**Run 1: sequential cells grouped by signal name**

Scale bar: 50 um. Other sequential cells in the stronger grey, the rest of the logic in the fainter grey.
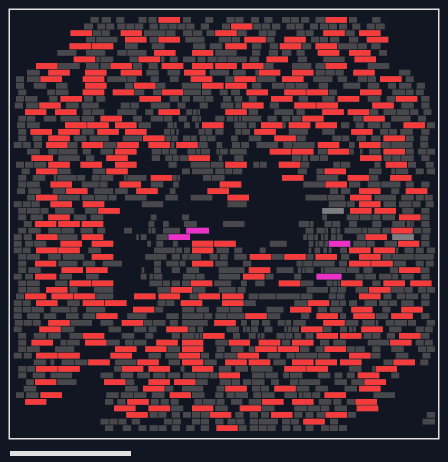
**Run 1: port wiring**

Scale bar: 50 um.
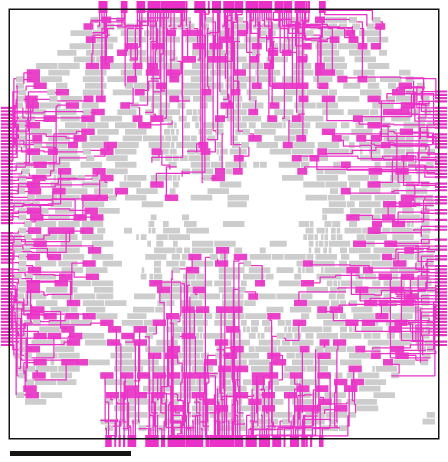
**Run 1: signal wires by layer**

Only two layers are drawn.
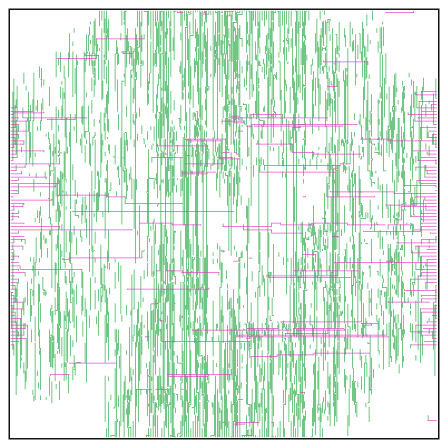
## src/rtl/result_drain.sv

```systemverilog
// Result readout stage: snapshots the PE accumulator array on `done` and
// streams the captured values out in row-major order over valid/ready.
module result_drain #(
  parameter int DATA_WIDTH = 8,
  parameter int ACC_WIDTH  = 2 * DATA_WIDTH + 2,
  parameter int ROWS       = 4,
  parameter int COLS       = 4
) (
  input  logic                              clk,
  input  logic                              rst_n,
  input  logic                              done,
  input  logic [ROWS*COLS*ACC_WIDTH-1:0]    acc_flat,
  input  logic                              out_ready,
  output logic                              out_valid,
  output logic [ACC_WIDTH-1:0]              out_data,
  output logic [$clog2(ROWS*COLS)-1:0]      out_index,
  output logic                              out_last,
  output logic                              busy,
  output logic                              overrun,
  input  logic                              clear_err
);

  localparam int N     = ROWS * COLS;
  localparam int IDX_W = $clog2(N);
  localparam logic [IDX_W-1:0] LAST_IDX = IDX_W'(N - 1);

  typedef enum logic {
    IDLE  = 1'b0,
    DRAIN = 1'b1
  } state_t;

  state_t               state;
  logic [IDX_W-1:0]     index;
  logic [ACC_WIDTH-1:0] bank [N];

  logic handshake;
  logic final_handshake;
  logic load;
  logic done_ignored;

  assign handshake       = (state == DRAIN) && out_ready;
  assign final_handshake = handshake && (index == LAST_IDX);

  // A done on the final handshake is a back-to-back capture, not an overrun.
  assign load         = done && ((state == IDLE) || final_handshake);
  assign done_ignored = done && (state == DRAIN) && !final_handshake;

  always_ff @(posedge clk or negedge rst_n) begin
    if (!rst_n) begin
      state   <= IDLE;
      index   <= '0;
      overrun <= 1'b0;
    end else begin
      case (state)
        IDLE: begin
          if (done) begin
            index <= '0;
            state <= DRAIN;
          end
        end
        DRAIN: begin
          if (handshake) begin
            if (index == LAST_IDX) begin
              index <= '0;
              if (!done) begin
                state <= IDLE;
              end
            end else begin
              index <= index + IDX_W'(1);
            end
          end
        end
        default: begin
          state <= IDLE;
          index <= '0;
        end
      endcase

      if (done_ignored) begin
        overrun <= 1'b1;
      end else if (clear_err) begin
        overrun <= 1'b0;
      end
    end
  end

  always_ff @(posedge clk or negedge rst_n) begin
    if (!rst_n) begin
      for (int i = 0; i < N; i++) begin
        bank[i] <= '0;
      end
    end else if (load) begin
      for (int i = 0; i < N; i++) begin
        bank[i] <= acc_flat[i*ACC_WIDTH +: ACC_WIDTH];
      end
    end
  end

  assign out_valid = (state == DRAIN);
  assign busy      = (state == DRAIN);
  assign out_data  = bank[index];
  assign out_index = index;
  assign out_last  = (state == DRAIN) && (index == LAST_IDX);

endmodule

```

## config.mk

```make
export PLATFORM = sky130hd
export DESIGN_NAME = result_drain
export DESIGN_NICKNAME = d
export VERILOG_FILES = /design/src/rtl/result_drain.sv
export SDC_FILE = /design/constraint.sdc
export NUM_CORES = 1
export LEC_CHECK = 0
export CAP_MARGIN = 15
export CORE_UTILIZATION = 47
export DETAILED_ROUTE_END_ITERATION = 16
export PLACE_DENSITY = 0.75
export SETUP_SLACK_MARGIN = 0.02
export SLEW_MARGIN = 0
export SYNTH_ARGS = -nofsm -noshare
export SYNTH_HDL_FRONTEND = slang
export SYNTH_SLANG_ARGS = --single-unit
```

## constraint.sdc

```tcl
create_clock -name clk -period 3.3 [get_ports clk]
set_clock_uncertainty 0.1 [all_clocks]
set_input_delay 0.33 -clock clk [delete_from_list [all_inputs] [get_ports clk]]
set_output_delay 0.33 -clock clk [all_outputs]
set_load 0.005 [all_outputs]
```

==> flow_summary.toml, run 1 <==
# physical design summary
[run_status]
outcome = "completed"

[yosys]
ys_seq_share_pct = 51.2
ys_warn_count = 0
syn_inst = 872
async_flop_share_pct = 100
synth_nets = 1166
ys.flops = 294
flop_cell = "dfrtp_1"
yosysTopAreaCell = "dfrtp_1"
avgSynthCellArea_um2 = 16.5
ys_cells = 872
synth-area-yosys_um2 = 14400

[grt]
antenna_found_initial = 5
grt_max_degree = 81
globalRouteOverflowTotal = 0

[place]
place_congestion = 0.826
portBuffers = 318

[floorplanning]
fp.dieH_um = 177
core_area_um2 = 29900
ios = 319
initial_core_util_pct = 48.1
die_w_um = 177

[setup_path]
r2r_slack_ps = 590
worst-path-max-fanout = 27
arrival_ps = 2800
reg2reg_to = "bank[256]"
r2r-start = "out_index[0]"
cp.required_ps = 2870
worstSetupPathType = "reg2out"

[route]
viasPerCell = 5.52
ant_nets = 0
first_pass_iters = 5
routed_wl_um = 40600

[cells_and_area]
area_growth_pct = 33.9

[job]
log.warning_count = 27
maxCapViolCount = 0

[timing]
period_minus_slack_ps = 3230
tightest_slew_ps = 662
relSlewSlack_pct = 55.9

[clocking]
cts-htree-levels = 2

[min_path]
hold_class = "in2async"
## Picture notes: 'sequential cells grouped by signal name'
colour	signal	flops
magenta	out_index	4
red	bank	288

## Picture notes: 'port wiring'
colour	port	direction	edge	end cells	buffers	wire
magenta	acc_flat	input	78 top, 76 bottom, 70 left, 64 right	288	288	10700 um

## Picture notes: 'signal wires by layer'
colour	layer	wire length
green	metal 2	19100 um
magenta	metal 3	2500 um

run 1: cell type report:
type / instances / area (um2)
Tap cell: 390 / 488
Fill cell: 2158 / 10700
Clock buffer: 49 / 1010
Inverter: 2 / 7.51
Clock inverter: 14 / 138
Multi-Input combinational cell: 513 / 6440
Sequential cell: 294 / 7360
Antenna cell: 5 / 12.5
Timing Repair Buffer: 361 / 3760
run 1: cells in the mapped netlist (3+ instances only):
master,n
dfrtp_1,294
mux2_4,200
mux2_2,88
mux2i_1,73
a221oi_1,36
mux4_2,36
o21ai_0,23
buf_12,22
nand2_1,21
a22oi_1,18
buf_4,15
buf_2,12
clkbuf_1,9
buf_6,3
run 1: routing by layer:
metal	GRT usage, %	vias to the layer above	part of all wire, %
met3	5.69	71	6.2
met4	11.6	0	4.2
met1	34.6	4618	43
met2	40.6	342	47
li1	-	3958	-
met5	0	-	0
run 1: through the flow:
stage	std cells	hold WS [ps]	cell area [um2]	power [mW]	setup WS (ps)
after floorplan	872	-65.6	14400	10.7	1270
after global placement	1555	270	17900	13.4	403
after detailed placement	1555	274	17900	13.6	397
after CTS	1621	320	19100	17.6	78.2
after global routing	1628	317	19200	18.5	10.9
final	1628	321	19200	17.7	72.6
run 1: sequential cells by signal (all words and copies together) (netlist names):
register	count
out_index	4
busy	1
bank	288
overrun	1
run 1: what timing repair did:
action                     CTS  global route
cloned                       1             1
pin swaps                    0             0
hold endpoints to repair    74             0
setup endpoints to repair   16             4
resized                     12            15
setup buffers                1             1
hold buffers                 1             0
run 1: how the worst max path moves through the flow:
stage,from,cells past startpoint,endpoint
2_1_floorplan,out_index[0],5,out_data[10]
3_3_place_gp,out_index[0],7,out_data[4]
3_5_place_dp,out_index[0],7,out_data[0]
4_1_cts,out_index[0],5,out_data[13]
5_1_grt,out_index[0],6,out_data[9]
6_report,out_index[0],7,out_data[4]
run 1: logic make-up after synthesis:
kind of cell             share of synthesized area, %
buffers and inverters                            4.95
AND-OR/OR-AND                                    4.15
adder cells (fa/ha/maj)                        0.0871
multiplexers                                     38.5
AND/OR/NAND/NOR                                  1.05
flip-flops                                       51.2
run 1: cells in the final DEF (no fill, tap or decap), drive strengths merged:
master	count
bufinv	2
a21oi	1
clkinvlp	1
o31ai	1
nand4	2
clkdlybuf4s50	317
a221oi	36
and2	3
a32o	1
nand2b	1
inv	3
a22oi	18
and3	2
o21ai	23
dfrtp	294
buf	42
clkinv	10
mux4	36
diode	5
dlygate4sd3	1
nor2b	2
nand3	2
a21boi	1
mux2	288
nand2	21
clkbuf	50
mux2i	73
ha	1
nor2	1
run 1: worst max-delay path, stage by stage (launching register included):
cell and delay, ps:
dfrtp_4 540, buf_12 280, mux2i_2 450, a221oi_1 140
buf_4 170, a22oi_1 150, nand2_1 70, clkdlybuf4s50_1 480
run 1: where the power goes:
part           switching, mW  internal, mW  leakage [nW]
registers               1.14          5.44          3.57
clock network           1.50          2.31         0.567
logic                   2.90          4.40          4.11
total                   5.55          12.1          8.25
**Run 1: routing congestion map**

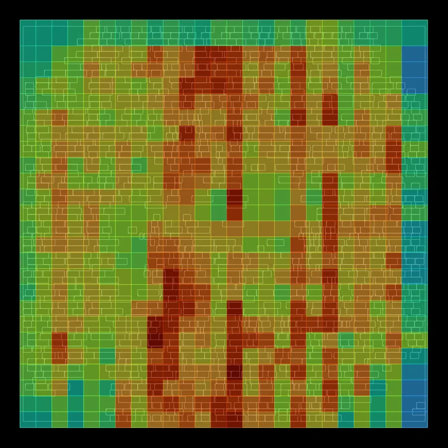

==> run 2: changes to the inputs <==
--- a/config.mk
+++ b/config.mk
@@ -6,9 +6,9 @@
 export NUM_CORES = 1
 export LEC_CHECK = 0
 export CAP_MARGIN = 15
-export CORE_UTILIZATION = 47
+export CORE_UTILIZATION = 50
 export DETAILED_ROUTE_END_ITERATION = 16
-export PLACE_DENSITY = 0.75
+export PLACE_DENSITY = 0.79
 export SETUP_SLACK_MARGIN = 0.02
 export SLEW_MARGIN = 0
 export SYNTH_ARGS = -nofsm -noshare
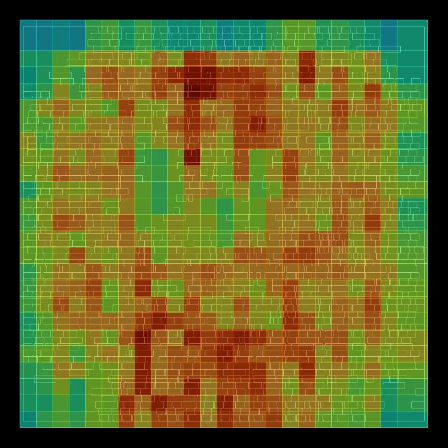
**Above:** run 2 (routing congestion map).
routed len/inst: 24.2 um
routing usage on met2: 43.2%

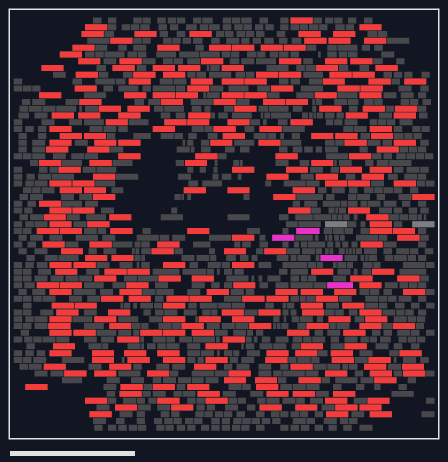
**Above:** run 2 (sequential cells grouped by signal name).
Scale bar: 50 um. Other sequential cells in the stronger grey, the rest of the logic in the fainter grey.
colour	signal	flops	where
magenta	out_index	4	right middle
red	bank	288	widely spread
not coloured	2

==> run 2 against run 1 <==
Global-route usage is 0.56 points higher. Critical path depth decreased by 1. Register-to-register slack gained 110 ps. Sequential share of layout area increased by 0.080 points. Combinational power is 0.5% lower. Core utilization grew 4.1 points. Via count down 0.79%. Largest power group unchanged.
==> flow_summary.toml, run 2 <==
# physical design summary
[yosys]
synth_nets = 1166
yosysTopAreaCell = "dfrtp_1"
ys_warn_count = 0
ys.flops = 294
flop_cell = "dfrtp_1"
synth-area-yosys_um2 = 14400
topCellsByArea = "dfrtp_1 (51%), mux2_4 (21%), mux2_2 (6.9%), mux4_2 (5.6%), mux2i_1 (5.1%)"
avgSynthCellArea_um2 = 16.5
syn_area_um2 = 14400
ys_cells = 872
synthTopCellsByCount = "dfrtp_1 (294), mux2_4 (200), mux2_2 (88)"
syn_inst = 872
top_cell = "dfrtp_1"

[cells_and_area]
area_growth_pct = 33.6
design_area_um2 = 19200
largest_reg_flops = 288
final_cell_mix = "clkdlybuf4s50_1 (308), dfrtp_1 (292), mux2_4 (200), mux2_2 (88), mux2i_1 (73)"

[floorplanning]
die_w_um = 171
ios = 319
initial_core_util_pct = 51.3
core_area_um2 = 28000
fp.dieH_um = 171

[route]
dr_wl_met3_um = 2250
viasPerCell = 5.52
met2_length_um = 19000
highest_layer = "met4"
ant_nets = 0
first_pass_iters = 4
routed_wl_um = 39100

[timing]
relSlewSlack_pct = 40.2
tightest_slew_ps = 897

[place]
placed_area_um2 = 17800
portBuffers = 318

[job]
maxCapViolCount = 0
log.warning_count = 31

[setup_path]
cp.required_ps = 2870
crit_start = "out_index[0]"
worstSetupPathType = "reg2out"
worst-path-max-fanout = 12
r2r_slack_ps = 700
r2r-start = "out_index[0]"
reg2reg_to = "bank[179]"

[grt]
grt_pass1_vias = 9574
grt_max_degree = 114
antenna_found_initial = 2

[min_path]
min_from = "clear_err"
hold_class = "in2reg"

[run_status]
outcome = "completed"

[clocking]
cts-htree-levels = 1
[run 2: cell count changes in the layout (fill, tap and decap cells not counted), sizes merged]
cell / change
diode: -1
clkinv: -8
buf: +12
bufinv: +1
clkinvlp: -1
dlymetal6s2s: +9
clkdlybuf4s50: -9
clkbuf: -2
[run 2: metal layers]
layer  vias to the layer above  global-route usage [%]
met5                         -                       0
met4                         0                    8.97
met3                        51                    4.03
met2                       316                    43.2
met1                      4591                    36.2
li1                       3960                       -
[run 2: through the flow]
step	hold slack, ps	total power [mW]	setup slack (ps)	utilization [%]	std cells
final	247	17.4	103	68.5	1617
after global routing	238	18.2	-15.6	68.5	1615
after CTS	227	17.2	-33.6	67.6	1605
after detailed placement	388	13.5	224	63.6	1547
after global placement	377	13.2	230	63.6	1547
after floorplan	-65.6	10.7	1270	-	872
[run 2: worst max-delay path by stage]
stage / endpoint / slack (ps) / cells after the start
finish: out_data[12] / 100 / 6
global route: out_data[12] / -20 / 5
CTS: out_data[6] / -30 / 8
detailed placement: out_data[6] / 220 / 8
global placement: out_data[6] / 230 / 8
floorplan: out_data[10] / 1270 / 5
[run 2: layout make-up]
cell class | count | area [um2]
tap | 378 | 473
clock inverter | 6 | 109
timing repair buffer | 373 | 3840
clock buffer | 47 | 916
fill | 1868 | 8830
antenna | 4 | 10.0
multi-input combinational | 513 | 6470
inverter | 2 | 7.51
sequential | 294 | 7360
[run 2: cell families (layout without fill, tap and decap cells)]
group / Yosys count / after routing / share of synthesized area [%]
AOI/OAI and AO/OA: 81 / 81 / 4.15
adders and majority gates: 1 / 1 / 0.0871
buffers and inverters: 66 / 428 / 4.95
and+or+nand+nor: 33 / 34 / 1.05
muxes: 397 / 397 / 38.5
DFF: 294 / 294 / 51.2
other: 0 / 4 / 0
[run 2: report_power, final]
part	switching, mW	internal, mW
Sequential	1.13	5.44
Clock	1.40	2.13
Combinational	2.82	4.44
Total	5.35	12.0
[run 2: repair_timing]
item	4_1_cts	5_1_grt
endpoints found under the hold margin	106	0
setup endpoints to repair	18	15
setup buffers	3	7
pin swaps	2	9
resized	10	31
hold buffers	1	0
gates cloned	1	1
[run 2: critical path: stages, from the launching register on]
cell and delay (ps):
dfrtp_4 520, buf_12 190, buf_12 160, mux4_2 540
a22oi_1 210, nand2_1 120, clkdlybuf4s50_1 460
==> run 3: changes to the inputs <==
--- a/config.mk
+++ b/config.mk
@@ -6,10 +6,11 @@
 export NUM_CORES = 1
 export LEC_CHECK = 0
 export CAP_MARGIN = 15
-export CORE_UTILIZATION = 50
+export CORE_UTILIZATION = 46
 export DETAILED_ROUTE_END_ITERATION = 16
-export PLACE_DENSITY = 0.79
+export PLACE_DENSITY = 0.77
 export SETUP_SLACK_MARGIN = 0.02
+export SKIP_CTS_REPAIR_TIMING = 1
 export SLEW_MARGIN = 0
 export SYNTH_ARGS = -nofsm -noshare
 export SYNTH_HDL_FRONTEND = slang
==> constraint.sdc (replaced) <==
create_clock -name clk -period 2.7 [get_ports clk]
set_clock_uncertainty 0.1 [all_clocks]
set_input_delay 0.27 -clock clk [delete_from_list [all_inputs] [get_ports clk]]
set_output_delay 0.27 -clock clk [all_outputs]
set_load 0.005 [all_outputs]
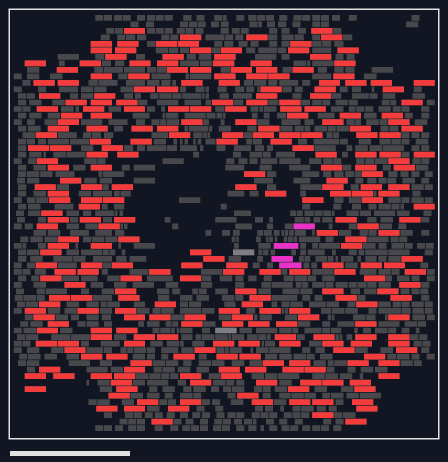
**Above:** run 3 (sequential cells grouped by signal name).
Scale bar: 50 um. Other sequential cells in the stronger grey, the rest of the logic in the fainter grey.
colour	signal	flops
red	bank	288
magenta	out_index	4
not coloured	2

==> run 3 against run 2 <==
The flow now finishes with violations (setup timing). Sequential power up 22%. Core utilization down 3.4 points. Routed wire length up 4.6%. Die area up 8.6%. Total power up 29%. Cell area up 4.0%. Flip-flop count unchanged. Register-to-register slack worse by 400 ps. Critical path type unchanged. Critical endpoint is now out_data[6]. Largest power group unchanged.
==> flow_summary.toml, run 3 <==
# physical design summary
[yosys]
ys_seq_share_pct = 51.2
top_cell = "dfrtp_1"
ys.flops = 294
synth-area-yosys_um2 = 14400
topCellsByArea = "dfrtp_1 (51%), mux2_4 (21%), mux2_2 (6.9%), mux4_2 (5.6%), mux2i_1 (5.1%)"
synth_nets = 1166
synthTopCellsByCount = "dfrtp_1 (294), mux2_4 (200), mux2_2 (88)"
async_flop_share_pct = 100
ys_cells = 872
ys_warn_count = 0
avgSynthCellArea_um2 = 16.5
flop_cell = "dfrtp_1"
syn_inst = 872
yosysTopAreaCell = "dfrtp_1"
syn_area_um2 = 14400

[grt]
use_met1_pct = 32.9
grt_pass1_wl_um = 58300
grtUsageMet2_pct = 40.0
globalRouteOverflowTotal = 0
grt_max_degree = 89
antenna_found_initial = 2
grt.busiest_layer = "met2"
use_met3_pct = 4.96
grt_pass1_vias = 9763

[job]
maxCapViolCount = 0
log.warning_count = 27

[power]
total_power_mw = 22.3
p_per_area_nw_per_um2 = 1120
p_leak_nw = 8.67

[setup_path]
worstSetupPathType = "reg2out"
r2r_slack_ps = 300
r2r-start = "out_index[3]"
reg2reg_to = "bank[183]"
cp.required_ps = 2330
reg2regPathDepth = 7
worst-path-max-fanout = 6
arrival_ps = 2420

[clocking]
cts_sinks = 294
clkTransAtPathRegs_ps = 60
cts-htree-levels = 2
cts_buffers = 34
cts_tree = "built"
clockRootBuffer = "clkbuf_16"

[floorplanning]
initial_core_util_pct = 46.8
core_area_um2 = 30700
die_area_um2 = 31900
ios = 319
fp.dieH_um = 179
die_w_um = 179

[timing]
setup_viol = 4
relSlewSlack_pct = 51.2
hold_ws_ps = 273
setup_ws_ps = -86.0
fin_setup_tns_ps = -237
drv_slew = 0
tightest_slew_ps = 732
finalCritPeriodShare_pct = 103
period_minus_slack_ps = 2790

[cells_and_area]
regMostFlops = "bank"
fillers = 2183
final_cell_mix = "clkdlybuf4s50_1 (299), dfrtp_1 (292), mux2_4 (200), mux2_2 (88), mux2i_1 (65)"
area_growth_pct = 38.9
nets = 1552
final_common_cell = "clkdlybuf4s50_1"
instances_no_fill = 1683
drive_above_1_share_pct = 42.9
largest_reg_flops = 288

[place]
dp_hpwl_um = 28700
pre_cts_ws_ps = -125
portBuffers = 318
dp_cells = 1586
place_congestion = 0.803

[run_status]
outcome = "complete, but fails checks"
violations = "setup timing"

[route]
first_pass_iters = 5
ant_nets = 0
wire_per_inst_um = 24.3
vias = 9076
routed_wl_um = 40900
viasPerCell = 5.39
drt_iter0_markers = 442

[min_path]
hold_class = "in2reg"
hold_path_end = "bank[203]"
min_from = "acc_flat[77]"
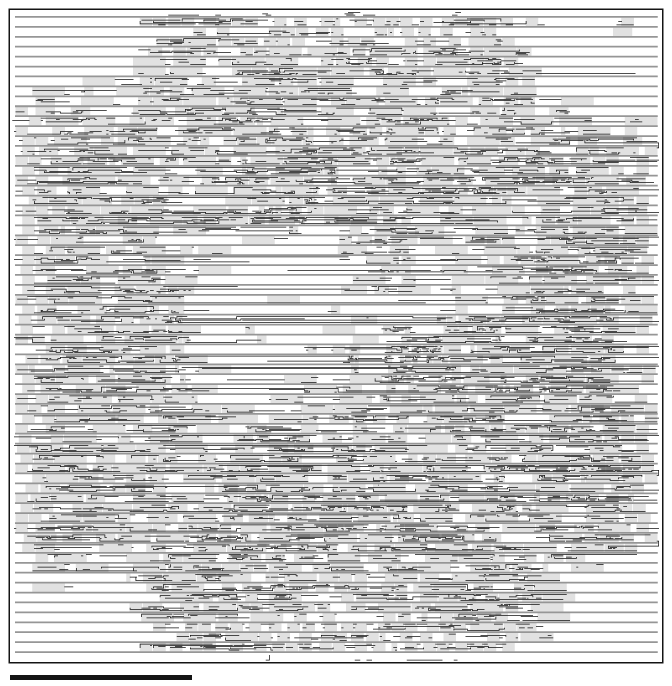
**Above:** run 3 (M1 wires).
Scale bar: 50 um. Supply wires on this layer in grey.
wire length on this layer	17300 um
nets with wire on the layer	1406

==> run 3: cell counts after synthesis <==
No cell type changed its count.
==> run 3: worst max-delay path, cell delays in order, from the launching register on <==
cell and delay, ps:
dfrtp_4 510, buf_6 150, clkbuf_16 140, buf_12 130
buf_4 130, mux4_2 420, a22oi_1 190, nand2_1 90
clkbuf_2 130
==> run 3: metal layers <==
layer  wire (um)  up-vias
li1            -     4058
met1       17300     4672
met2       19900      281
met3        2360       65
met4        1250        0
met5           0        -
==> run 3: where the power goes <==
group	total (mW)	switching (mW)	internal, mW	leakage, nW
clock	4.79	1.81	2.97	0.580
combinational	9.51	3.81	5.71	4.52
sequential	8.03	1.38	6.65	3.57
==> run 3: logic make-up after synthesis <==
logic type      Yosys count  share of synthesized area, %
mux                     397                          38.5
flops                   294                          51.2
compound gates           81                          4.15
buf+inv                  66                          4.95
simple gates             33                          1.05
fa+ha+maj                 1                        0.0871
==> run 3: worst max-delay path by stage <==
stage                       from            to  slack, ps
global placement    out_index[0]   out_data[8]       -100
floorplan           out_index[0]  out_data[10]        730
detailed placement  out_index[0]   out_data[8]       -130
finish              out_index[0]   out_data[6]        -90
CTS                 out_index[0]   out_data[8]       -770
global route        out_index[0]   out_data[6]       -140
==> run 3: cell type report <==
class	count	area, um2	share of cell area (%)
inverters	2	7.51	0.0376
flip-flops and latches	294	7360	36.9
multi-input cells	512	6620	33.2
well taps	396	495	2.48
clock buffers	50	1040	5.24
repair buffers	414	4280	21.5
clock inverters	11	135	0.677
diodes	4	10.0	0.0502
==> run 3: metrics by stage <==
stage                     instance area [um2]  utilization [%]
final                                   20000             65.1
after detailed placement                18100             59.1
after CTS                               19300             62.9
after global placement                  18100             59.1
after global routing                    19900             65.0
after floorplan                         14400                -
No activity file was given, so power comes from the tool's default toggle rates.
